[src/rtl/ahb_master_arbiter.sv]
// rtl/ahb_master_arbiter.sv - two-master AHB-Lite arbiter with burst lock, default parking and split address/data ownership
module ahb_master_arbiter #(
  parameter logic DEFAULT_MASTER = 1'b0
) (
  input  logic        clk_i,
  input  logic        rst_ni,
  input  logic        m0_busreq_i,
  input  logic [1:0]  m0_htrans_i,
  input  logic [31:0] m0_haddr_i,
  input  logic        m0_hwrite_i,
  input  logic [2:0]  m0_hsize_i,
  input  logic [2:0]  m0_hburst_i,
  input  logic [31:0] m0_hwdata_i,
  input  logic        m1_busreq_i,
  input  logic [1:0]  m1_htrans_i,
  input  logic [31:0] m1_haddr_i,
  input  logic        m1_hwrite_i,
  input  logic [2:0]  m1_hsize_i,
  input  logic [2:0]  m1_hburst_i,
  input  logic [31:0] m1_hwdata_i,
  output logic        m0_hgrant_o,
  output logic        m1_hgrant_o,
  output logic        m_hready_o,
  output logic [31:0] m_hrdata_o,
  output logic [1:0]  HTRANS,
  output logic [31:0] HADDR,
  output logic        HWRITE,
  output logic [2:0]  HSIZE,
  output logic [2:0]  HBURST,
  output logic [31:0] HWDATA,
  input  logic [31:0] HRDATA,
  input  logic        HREADY
);

  localparam logic [1:0] TR_IDLE   = 2'b00;
  localparam logic [1:0] TR_BUSY   = 2'b01;
  localparam logic [1:0] TR_NONSEQ = 2'b10;
  localparam logic [1:0] TR_SEQ    = 2'b11;
  localparam logic [2:0] BURST_SINGLE = 3'b000;

  logic       addr_owner;
  logic       data_owner;
  logic       dphase_active;
  logic       next_owner;
  logic       own_req;
  logic [1:0] own_trans;
  logic [2:0] own_burst;
  logic       burst_lock;

  assign own_req   = addr_owner ? m1_busreq_i : m0_busreq_i;
  assign own_trans = addr_owner ? m1_htrans_i : m0_htrans_i;
  assign own_burst = addr_owner ? m1_hburst_i : m0_hburst_i;

  assign HTRANS = (rst_ni && own_req) ? own_trans : TR_IDLE;
  assign HADDR  = addr_owner ? m1_haddr_i  : m0_haddr_i;
  assign HWRITE = addr_owner ? m1_hwrite_i : m0_hwrite_i;
  assign HSIZE  = addr_owner ? m1_hsize_i  : m0_hsize_i;
  assign HBURST = own_burst;
  assign HWDATA = data_owner ? m1_hwdata_i : m0_hwdata_i;

  assign m_hrdata_o  = HRDATA;
  assign m_hready_o  = HREADY;
  assign m0_hgrant_o = (addr_owner == 1'b0);
  assign m1_hgrant_o = (addr_owner == 1'b1);

  // The opening NONSEQ of a multi-beat burst locks too, so its SEQ beats stay with the owner.
  assign burst_lock = own_req &&
                      ((own_trans == TR_SEQ) || (own_trans == TR_BUSY) ||
                       ((own_trans == TR_NONSEQ) && (own_burst != BURST_SINGLE)));

  always_comb begin
    next_owner = addr_owner;
    if (burst_lock) begin
      next_owner = addr_owner;
    end else if (m0_busreq_i && m1_busreq_i) begin
      next_owner = (HTRANS == TR_NONSEQ) ? ~addr_owner : addr_owner;
    end else if (m0_busreq_i) begin
      next_owner = 1'b0;
    end else if (m1_busreq_i) begin
      next_owner = 1'b1;
    end else begin
      next_owner = DEFAULT_MASTER;
    end
  end

  always_ff @(posedge clk_i or negedge rst_ni) begin
    if (!rst_ni) begin
      addr_owner    <= DEFAULT_MASTER;
      data_owner    <= DEFAULT_MASTER;
      dphase_active <= 1'b0;
    end else if (HREADY) begin
      addr_owner    <= next_owner;
      data_owner    <= addr_owner;
      dphase_active <= (HTRANS != TR_IDLE);
    end
  end

  a_dphase_hold: assert property (@(posedge clk_i) disable iff (!rst_ni)
    (!HREADY && dphase_active) |=> dphase_active);

endmodule

[config.mk]
export PLATFORM = sky130hd
export DESIGN_NAME = ahb_master_arbiter
export DESIGN_NICKNAME = d
export VERILOG_FILES = /design/src/rtl/ahb_master_arbiter.sv
export SDC_FILE = /design/constraint.sdc
export NUM_CORES = 1
export LEC_CHECK = 0
export ABC_AREA = 1
export CAP_MARGIN = 20
export CORE_AREA = 2 2 114 116
export DETAILED_ROUTE_END_ITERATION = 8
export DIE_AREA = 0 0 116 118
export PLACE_DENSITY = 0.61
export SYNTH_ARGS = -nofsm -noshare
export SYNTH_HDL_FRONTEND = slang
export SYNTH_SLANG_ARGS = --single-unit
[constraint.sdc]
create_clock -name clk_i -period 1.44 [get_ports clk_i]
set_input_delay 0.216 -clock clk_i [delete_from_list [all_inputs] [get_ports clk_i]]
set_output_delay 0.216 -clock clk_i [all_outputs]
set_load 0.03 [all_outputs]
run_1/met2.png
Scale: 3 px per µm.
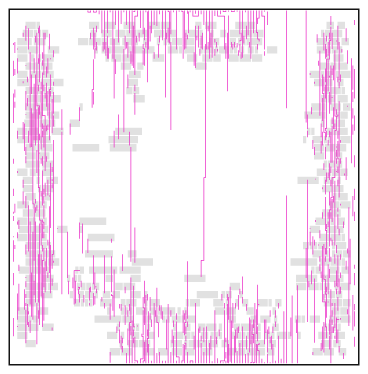
wire length on this layer: 4300 µm
longest straight run: 55.8 µm
main direction: vertical
share of all routed wire: 51%

run_1/density.png
Scale: 3 px per µm. The die is cut into 12 by 12 equal tiles; black is low, pale yellow is high, 0 to 100% covered.
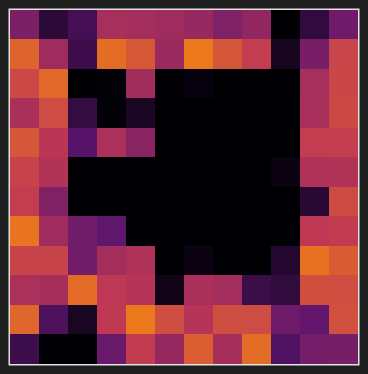
emptiest ninth of the die: center
mean over tiles: 29%
nearly empty tiles: 31%

run_1/port_nets.png
Scale: 3 px per µm.
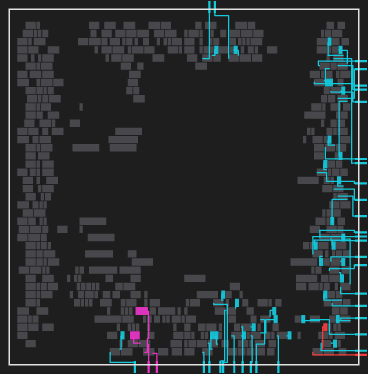
[cyan] m0_haddr_i | bits: 32 | direction: input | end cells: 32 | buffers: 32 | wire: 622 µm
[red] m1_hwrite_i | bits: 1 | direction: input | end cells: 1 | buffers: 1 | wire: 23.3 µm
[magenta] HTRANS | bits: 2 | direction: output | end cells: 2 | buffers: 2 | wire: 30.3 µm

run_1/metal_stack.png
Scale: 4 px per µm. Two of the layers only.
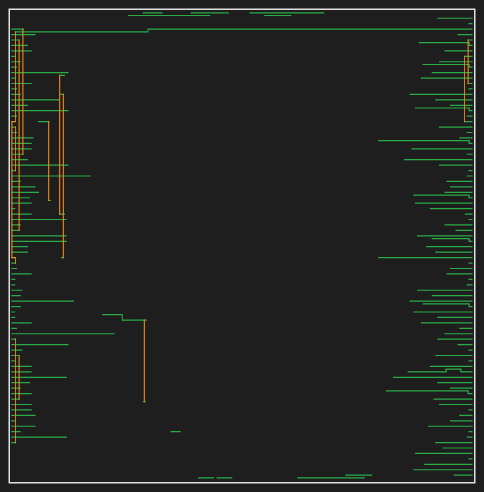
[green] met3 | wire length: 1260 µm
[orange] met4 | wire length: 329 µm
overall routed net length: 8440 µm
vias after detailed routing: 2517
total routing resource utilization after global routing: 9.40%
Routed wire per std cell: 12.6 µm

-- run 1: layer usage --
layer / track usage [%] / vias to the layer above / part of all wire [%]
met4: 4.46 / 0 / 3.9
met1: 8.04 / 1067 / 30
met2: 18.0 / 175 / 51
met5: 0 / - / 0
met3: 4.17 / 24 / 15
li1: - / 1251 / -
-- run 1: layout make-up --
| class | instances | area (µm²) |
|---|---|---|
| Clock buffer | 4 | 78.8 |
| Fill cell | 1302 | 8270 |
| Inverter | 18 | 76.3 |
| Multi-Input combinational cell | 237 | 1230 |
| Sequential cell | 2 | 52.6 |
| Tap cell | 172 | 215 |
| Timing Repair Buffer | 239 | 2490 |
-- run 1: placed cells by master, fill, tap and decap left out --
cell	instances
sky130_fd_sc_hd__clkinv_4	1
sky130_fd_sc_hd__nor2_4	2
sky130_fd_sc_hd__o21ai_0	1
sky130_fd_sc_hd__o21ai_4	1
sky130_fd_sc_hd__clkinvlp_4	1
sky130_fd_sc_hd__nand3_1	3
sky130_fd_sc_hd__nand2_1	146
sky130_fd_sc_hd__a21oi_1	1
sky130_fd_sc_hd__clkdlybuf4s50_1	150
sky130_fd_sc_hd__buf_4	39
sky130_fd_sc_hd__dfrtp_2	2
sky130_fd_sc_hd__inv_2	3
sky130_fd_sc_hd__buf_6	38
sky130_fd_sc_hd__clkbuf_1	1
sky130_fd_sc_hd__inv_1	13
sky130_fd_sc_hd__buf_12	7
sky130_fd_sc_hd__a21oi_2	2
sky130_fd_sc_hd__clkbuf_16	7
sky130_fd_sc_hd__buf_16	1
sky130_fd_sc_hd__o21ai_2	1
sky130_fd_sc_hd__nand2_2	62
sky130_fd_sc_hd__nand2_4	18
-- run 1: registers in the layout, summed over array words and instances (netlist names) --
name	flops
data_owner	1
m1_hgrant_o	1
==> notes.org, run 1 <==
* Implementation run

** GRT
- Via count of the first global-routing pass :: 2190
- Antenna violations before repair :: 0
- The first global-routing pass estimated 10300 µm of wire.

** Critical path
- CP bufs+invs :: 3
- Per the timing report, the most critical flop-to-flop path originates at m1_hgrant_o$_DFFE_PN0P_.
- Data arrival time at the worst-slack endpoint :: 1350 ps
- The setup path with the least slack is of type reg2out.
- Crit-path cells :: buf_4, nand2_1, nand2_2, nor2_4, inv_2, a21oi_2, buf_6
- The report puts the cell count of the worst reg-to-reg path at 7.
- Category of cells accounting for the largest share of critical-path delay :: flip-flops
- Stages on the worst setup path :: 7

** STA
- Setup repair after global routing could not meet its margin everywhere.
- Worst slew pin tran :: 189 ps
- Once routing completed, OpenROAD measured the worst setup slack at -125 ps.
- The final report lists the setup-violating endpoint count as 39.
- Worst-case clock skew :: 1.48 ps

** Logic synthesis
- Yosys mapped a number of flops with a built-in enable equal to 0.
- Of the total synthesized cell area, the portion taken by XOR and XNOR cells is 0%.
- Yosys top cell area share :: 62.3%
- Syn avg cell area :: 4.43 µm²
- Number of warnings printed during yosys synthesis :: 0
- Yosys attributes the largest share of cell area to sky130_fd_sc_hd__nand2_1, sky130_fd_sc_hd__buf_4, sky130_fd_sc_hd__inv_1.
- Cell taking the most area after synthesis :: sky130_fd_sc_hd__nand2_1
- For this design, Yosys synthesis ends with a cell count of 306.
- Most used flip-flop cell after synthesis :: sky130_fd_sc_hd__dfrtp_1
- The most frequently used library cell after synthesis is sky130_fd_sc_hd__nand2_1.
- Flop and latch count out of synthesis :: 2

** Run status
- The run finished, with violations left.
- Violations in the final reports :: setup timing

** Place
- Post-Place Cell Area :: 3530 µm²
- Post-placement cell count :: 662

** Run
- OpenROAD warnings :: 28
- Number of max-capacitance violations reported :: 0

** Die
- Area of the core region :: 12400 µm²
- In this run the horizontal extent of the chip is 116 µm.

** Cells and area
- Area Overhead vs Synth :: 206%
- Design area :: 4140 µm²
- Per the final layout report, the fraction of cells sized above drive strength 1 comes to 37.0%.

** Pwr
- The highest supply drop recorded on VDD is 614 µV.
- Clock network power for this build is 440 µW.
- Combinational cell fraction of total power :: 91.9%
- NetSw :: 3.75 mW

** CTS
- Number of setup buffers added after CTS :: 1
- In this run, post-CTS hold repair placed 0 buffers.
- CTS Buf Count :: 3
- The clock reaches the later pin of the worst-skew pair after 220 ps.

** Route
- The pre-antenna-repair detailed-routing pass consisted of 4 iterations.
run_1/final_clocks.png
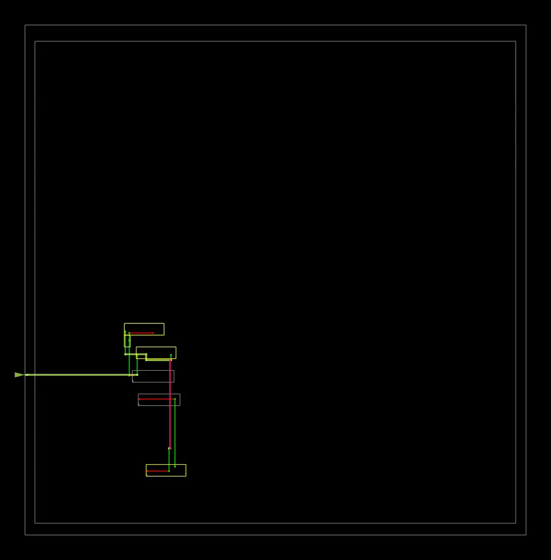

==> inputs of run 2 (changes only) <==
--- a/config.mk
+++ b/config.mk
@@ -5,11 +5,11 @@
 export SDC_FILE = /design/constraint.sdc
 export NUM_CORES = 1
 export LEC_CHECK = 0
-export ABC_AREA = 1
 export CAP_MARGIN = 20
-export CORE_AREA = 2 2 114 116
+export CORE_AREA = 2 2 113 115
 export DETAILED_ROUTE_END_ITERATION = 8
-export DIE_AREA = 0 0 116 118
+export DIE_AREA = 0 0 115 117
+export GPL_TIMING_DRIVEN = 0
 export PLACE_DENSITY = 0.61
 export SYNTH_ARGS = -nofsm -noshare
 export SYNTH_HDL_FRONTEND = slang
run_2/final_clocks.png
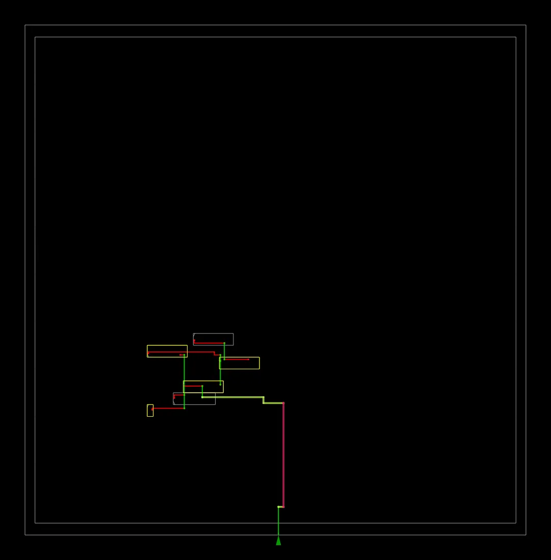
clock sinks: 2
clock network latency to the later pin of the worst-skew pair: 220 ps
sequential cell count of the final layout: 2
worst-case clock skew: 3.74 ps

==> notes.org, run 2 <==
* Implementation run

** Critical path
- Reg2Reg Launch Point :: m1_hgrant_o$_DFFE_PN0P_
- Data required time of the critical path :: 1220 ps
- The data arrival at the endpoint of the critical path came to 1440 ps (+90 ps).
- Critical Path End Type :: output port
- FF-to-FF path depth :: 6 (-1)
- Path type of the worst setup path :: reg2out

** Cells and area
- The multi-input combinational cell area was 1060 µm² (-14%).
- The number of inserted filler cells in the final layout is 1218 (-6.5%).
- Number of clock buffers in the layout :: 4 (unchanged)
- The fraction of standard cell area that is sequential is 1.14% (-0.13 points).
- The count of multi-input gates was 88 (-63%).
- Non-clock inverter count :: 3 (-15)
- Share of post-route cells with drive strength above 1 :: 50.7% (+14 points)
- The layout buffering overhead excluding clock cells is 69.2% (+9.1 points).
- The flow measured a signed area growth from synthesis to layout of 253%.
- Share of the final layout cell area in multi-input gates :: 23.5% (-6.2 points)
- Largest class :: non-clock buffers
- The total area of sequential cells is 51.3 µm² (-2.4%).
- Per the cell usage report, the commonest logic cell in the layout is sky130_fd_sc_hd__clkdlybuf4s50_1.
- The non-clock buffer total of the final layout is 313 (+31%).

** GRT
- Total routing resource utilization after global routing :: 10.7% (+1.3 points)
- The met2 track demand over resource in global routing came to 23.2% (+5.2 points).
- The met1 track demand over resource in global routing came to 9.38% (+1.3 points).
- GR Util met3 :: 3.30% (-0.88 points)
- The first-pass GRT wire length is 11200 µm (+8.7%).
- Most used routing layer in global routing :: met2
- Antenna violations before repair :: 0 (unchanged)

** Die
- Core utilization at floorplan :: 10.3%
- The well-tap cell count came to 150 (-13%).
- The area of the placeable core was 12300 µm² (-0.83%).
- The horizontal die dimension is 115 µm (-0.86%).

** Logic synthesis
- The count of library flops with an enable pin came to 0 (unchanged).
- The most frequently used library cell after synthesis is sky130_fd_sc_hd__mux2_2.
- The number of storage elements in the synthesis netlist was 2 (unchanged).
- Syn avg cell area :: 9.43 µm² (+110%)
- Cell taking the most area after synthesis :: sky130_fd_sc_hd__mux2_2
- Number of warnings printed during yosys synthesis :: 0 (unchanged)
- In the synthesized netlist the dominant register cell turns out to be sky130_fd_sc_hd__dfrtp_1.

** CTS
- The count of buffers added by post-CTS timing repair for setup came to 7 (+6).
- The number of clock buffers inserted by TritonCTS was 3 (unchanged).

** Run
- The number of warnings the tools reported was 29 (+3.6%).
- The max-cap check violation count came to 0 (unchanged).

** Pwr
- The combinational fraction of design power is 86.3% (-5.6 points).
- The clock network power is 435 µW (-1%).
- NetSw :: 1.55 mW (-59%)

** Route
- The routed metal-1 wire length was 2570 µm (+0.79%).
- The length of routed met3 wiring is 946 µm (-25%).
- Highest layer used for signal routing :: met4
- The routed length per placed instance was 14.8 µm (+18%).
- Number of search-and-repair iterations in the first detailed-routing pass :: 4 (unchanged)
- Met2 wire length :: 4700 µm (+9.2%)
- Vias after detailed routing :: 2153 (-14%)

** STA
- The worst setup margin is -218 ps (-92.7 ps).
- The measured slew at the worst slew-check pin came to 333 ps (+144 ps).
- Number of endpoints failing setup at the final stage :: 73 (+87%)

** Place
- Post-placement cell count :: 543 (-18%)

** Run status
- Result of the run :: finished, violations left
- Violations in the final reports :: setup timing
run 2: cell types whose count changed in the layout (fill, tap and decap cells not counted), moves of 3 or more:
| cell | previous run | this run |
|---|---|---|
| sky130_fd_sc_hd__nand2_2 | 62 | 0 |
| sky130_fd_sc_hd__nand2_4 | 18 | 0 |
| sky130_fd_sc_hd__buf_8 | 0 | 5 |
| sky130_fd_sc_hd__mux2_4 | 0 | 34 |
| sky130_fd_sc_hd__inv_2 | 3 | 0 |
| sky130_fd_sc_hd__buf_6 | 38 | 57 |
| sky130_fd_sc_hd__nand2_1 | 146 | 1 |
| sky130_fd_sc_hd__buf_4 | 39 | 42 |
| sky130_fd_sc_hd__mux2_2 | 0 | 38 |
| sky130_fd_sc_hd__clkdlybuf4s50_1 | 150 | 181 |
| sky130_fd_sc_hd__buf_12 | 7 | 3 |
| sky130_fd_sc_hd__buf_2 | 0 | 18 |
| sky130_fd_sc_hd__inv_1 | 13 | 3 |
run 2: kinds of logic (layout without fill, tap and decap cells):
logic type	Yosys count	in the layout	synth area share [%]
buffers and inverters	45	320	24.1
AND/OR/NAND/NOR	9	9	4.33
multiplexers	72	72	63.7
flip-flops	2	2	3.93
AND-OR/OR-AND	7	7	3.93
run 2: per-stage QoR:
stage | TNS, ps | area (µm²)
after global routing | -13150 | 4500
after global placement | -33880 | 4050
after CTS | -12440 | 4520
final | -9980 | 4500
after floorplan | -677 | 1280
after detailed placement | -34000 | 4050
run 2: critical path: stages, from the launching register on:
cell and delay (ps):
sky130_fd_sc_hd__dfrtp_2 430, sky130_fd_sc_hd__buf_6 160, sky130_fd_sc_hd__buf_4 130, sky130_fd_sc_hd__nand3b_1 190, sky130_fd_sc_hd__a21oi_2 170, sky130_fd_sc_hd__buf_6 150
No activity file was given, so power comes from the tool's default toggle rates.
